## src/rtl/store_write_buffer.sv

```systemverilog
// Posted-write store buffer: queues lane-shifted stores with byte strobes in an
// in-order FIFO, drains them over a req/ack bus and flags loads to pending words.
module store_write_buffer #(
    parameter int DEPTH  = 4,
    parameter int ADDR_W = 32
) (
    input  logic                     clk,
    input  logic                     resetn,
    input  logic                     st_valid,
    output logic                     st_ready,
    input  logic [ADDR_W-1:0]        st_addr,
    input  logic [31:0]              st_data,
    input  logic                     st_sb,
    input  logic                     st_sh,
    output logic                     mem_req,
    output logic [ADDR_W-1:0]        mem_addr,
    output logic [31:0]              mem_wdata,
    output logic [3:0]               mem_wstrb,
    input  logic                     mem_ack,
    input  logic                     ld_check,
    input  logic [ADDR_W-1:0]        ld_addr,
    output logic                     ld_conflict,
    output logic                     empty,
    output logic [$clog2(DEPTH):0]   count
);

    localparam int PTR_W = $clog2(DEPTH);
    localparam int CNT_W = PTR_W + 1;
    localparam int WA_W  = ADDR_W - 2;
    localparam logic [CNT_W-1:0] DEPTH_C = CNT_W'(DEPTH);

    logic [PTR_W-1:0] r_wr_ptr;
    logic [PTR_W-1:0] r_rd_ptr;
    logic [CNT_W-1:0] r_count;
    logic [DEPTH-1:0] r_valid;

    // Entry payload carries no reset: r_valid alone decides what is live.
    logic [WA_W-1:0]  r_waddr [DEPTH];
    logic [31:0]      r_data  [DEPTH];
    logic [3:0]       r_strb  [DEPTH];

    logic             w_push;
    logic             w_pop;
    logic [3:0]       w_strb;
    logic [DEPTH-1:0] w_hit;
    logic             w_incoming_hit;
    logic             w_unused_ok;

    assign w_unused_ok = &{1'b0, ld_addr[1:0]};

    assign st_ready = resetn & (r_count != DEPTH_C);
    assign mem_req  = (r_count != '0);
    assign empty    = (r_count == '0);
    assign count    = r_count;

    assign w_push = st_valid & st_ready;
    assign w_pop  = mem_req & mem_ack;

    always_comb begin
        w_strb = 4'b1111;
        if (st_sb) begin
            w_strb = 4'b0001 << st_addr[1:0];
        end else if (st_sh) begin
            w_strb = st_addr[1] ? 4'b1100 : 4'b0011;
        end
    end

    assign mem_addr  = {r_waddr[r_rd_ptr], 2'b00};
    assign mem_wdata = r_data[r_rd_ptr];
    assign mem_wstrb = r_strb[r_rd_ptr];

    always_ff @(posedge clk) begin
        if (w_push) begin
            r_waddr[r_wr_ptr] <= st_addr[ADDR_W-1:2];
            r_data[r_wr_ptr]  <= st_data;
            r_strb[r_wr_ptr]  <= w_strb;
        end
    end

    always_ff @(posedge clk) begin
        if (!resetn) begin
            r_wr_ptr <= '0;
            r_rd_ptr <= '0;
            r_count  <= '0;
        end else begin
            if (w_push) begin
                r_wr_ptr <= r_wr_ptr + PTR_W'(1);
            end
            if (w_pop) begin
                r_rd_ptr <= r_rd_ptr + PTR_W'(1);
            end
            case ({w_push, w_pop})
                2'b10:   r_count <= r_count + CNT_W'(1);
                2'b01:   r_count <= r_count - CNT_W'(1);
                default: r_count <= r_count;
            endcase
        end
    end

    // A push and a pop never target the same slot: push needs a free slot,
    // pop needs an occupied one.
    always_ff @(posedge clk) begin
        if (!resetn) begin
            r_valid <= '0;
        end else begin
            for (int i = 0; i < DEPTH; i++) begin
                if (w_push && (r_wr_ptr == PTR_W'(i))) begin
                    r_valid[i] <= 1'b1;
                end else if (w_pop && (r_rd_ptr == PTR_W'(i))) begin
                    r_valid[i] <= 1'b0;
                end
            end
        end
    end

    // Word-granular hazard compare; strobes are ignored on purpose.
    generate
        for (genvar gi = 0; gi < DEPTH; gi++) begin : g_hit
            assign w_hit[gi] = r_valid[gi] & (r_waddr[gi] == ld_addr[ADDR_W-1:2]);
        end
    endgenerate

    assign w_incoming_hit = w_push & (st_addr[ADDR_W-1:2] == ld_addr[ADDR_W-1:2]);
    assign ld_conflict    = ld_check & ((|w_hit) | w_incoming_hit);

endmodule

```

## config.mk

```make
export PLATFORM = sky130hd
export DESIGN_NAME = store_write_buffer
export DESIGN_NICKNAME = d
export VERILOG_FILES = /design/src/rtl/store_write_buffer.sv
export SDC_FILE = /design/constraint.sdc
export NUM_CORES = 1
export LEC_CHECK = 0
export CAP_MARGIN = 0
export CORE_MARGIN = 2
export CORE_UTILIZATION = 51
export CTS_BUF_LIST = sky130_fd_sc_hd__clkbuf_8
export CTS_CLUSTER_DIAMETER = 200
export DETAILED_ROUTE_END_ITERATION = 10
export MAX_ROUTING_LAYER = met4
export PLACE_DENSITY = 0.82
export SLEW_MARGIN = 5
export SYNTH_ARGS = -nofsm -noshare
export SYNTH_HDL_FRONTEND = slang
export SYNTH_SLANG_ARGS = --single-unit
export TNS_END_PERCENT = 5
```

## constraint.sdc

```tcl
create_clock -name clk -period 3 [get_ports clk]
set_input_delay 0.9 -clock clk [delete_from_list [all_inputs] [get_ports clk]]
set_output_delay 0.9 -clock clk [all_outputs]
set_load 0.02 [all_outputs]
```

==> run notes <==
run results: syn avg cell area 18.32 um2, Peak VDD IR 552.7 uV, DR top layer met4, hold endpoint r_valid[2], Final Worst Setup Slack -424.7 ps, via density per instance 5.475, first-pass GRT wire length 44,240 um, Sw Pwr 3.224 mW, Yosys Instances 662, initial antenna violation count 6, Req. time, crit path 2100 ps, crit path time final 3425 ps, # setup viols final 1, YS chip area 12,130 um2, core area 23,400 um2, Distinct lib cells used 33, biggest area cells edfxtp_1 65%, mux4_2 12%, xnor2_1 9.2%, dfxtp_1 2.1%, xor2_1 1.7%, CP arrival 2520 ps, xor+xnor area frac 0.1131, startpoint types input pin, worst-path cell chain clkdlybuf4s15_2, buf_6, xnor2_4, nand4_1, nor4_1, a22oi_1, a41oi_2, buf_4, Synth Seq Share 0.6751, clock slew at reported path FFs 60 ps, Slowest-stage cell, CP nor4_1, status finished with violations, failing checks negative setup slack, vias in the first global route 7,593, Internal 7.517 mW, Fin Clk Skew 23.00 ps, Root Driver clkbuf_8, Setup Total Neg Slack -424.7 ps, Synthesis Warnings 0, mux share 0.1234, highest-count logic cell in the final layout edfxtp_1, initial drt markers 510
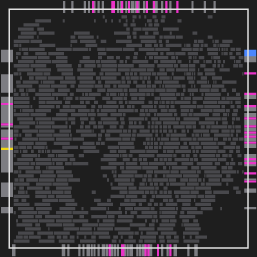
Figure 1: I/O pins on the die edge.
(1.5 px per um) Pins as bars across the die edge, other pins in gray.
legend:
  count:
    color: blue
    pins: 3
    direction: output
    edge: east
  mem_addr:
    color: magenta
    pins: 32
    direction: output
    edge: 12 east, 10 north, 7 south, 3 west
  st_sb:
    color: yellow
    pins: 1
    direction: input
    edge: west
all pins by edge: 61 west, 43 south, 42 east, 32 north
number of port buffers: 173
die width: 158.2 um
Die H: 158.2 um

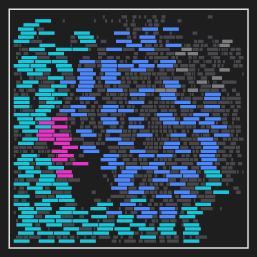
Figure 2: where the registers sit.
(1.5 px per um) Other sequential cells in the stronger gray, the rest of the logic in the fainter gray.
legend:
  r_waddr:
    color: blue
    sequential_cells: 120
  r_data:
    color: cyan
    sequential_cells: 128
    where: spread over the die
  r_strb:
    color: magenta
    sequential_cells: 16
    where: west
Post-Route Utilization: 0.6829
Flop area: 8195 um2
Seq area share: 0.5128
sequential logic power: 4.60 mW

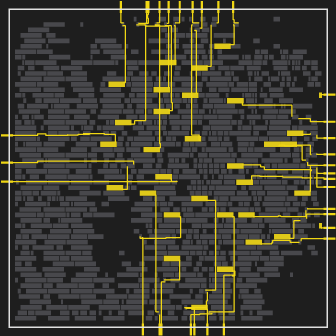
Figure 3: port wiring.
(2 px per um)
legend:
  mem_addr:
    color: yellow
    bits: 32
    direction: output
    edge: 12 east, 10 north, 7 south, 3 west
    end_cells: 32
    buffers: 30
    wire: 1,430 um
Ports: 178

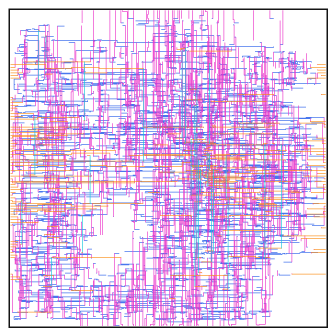
Figure 4: signal wires by layer.
(2 px per um)
legend:
  metal 3:
    color: orange
    wire_length: 2,660 um
  metal 4:
    color: cyan
    wire_length: 878 um
  metal 1:
    color: blue
    wire_length: 11,600 um
  metal 2:
    color: magenta
    wire_length: 14,800 um
vias: 7,095
gr usage total: 0.2518
drt wl/cell: 23.06 um
Total Routed Length: 29,890 um

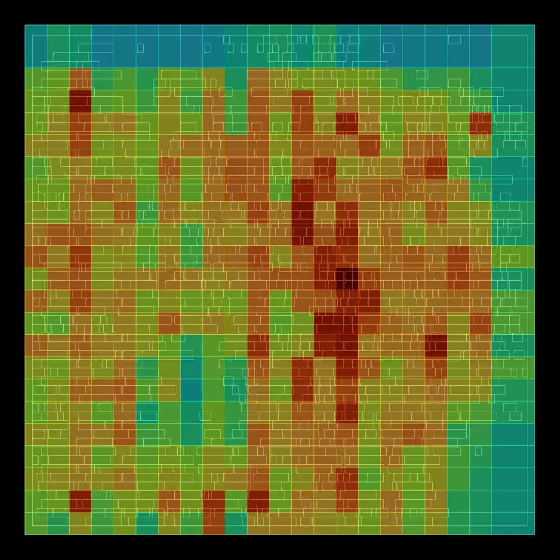
Figure 5: routing congestion.
met2 Use GR: 0.4087
M3 GR Usage: 0.06570
Most Used Layer, Global Route: met2

Power and IR drop assume default switching activity.
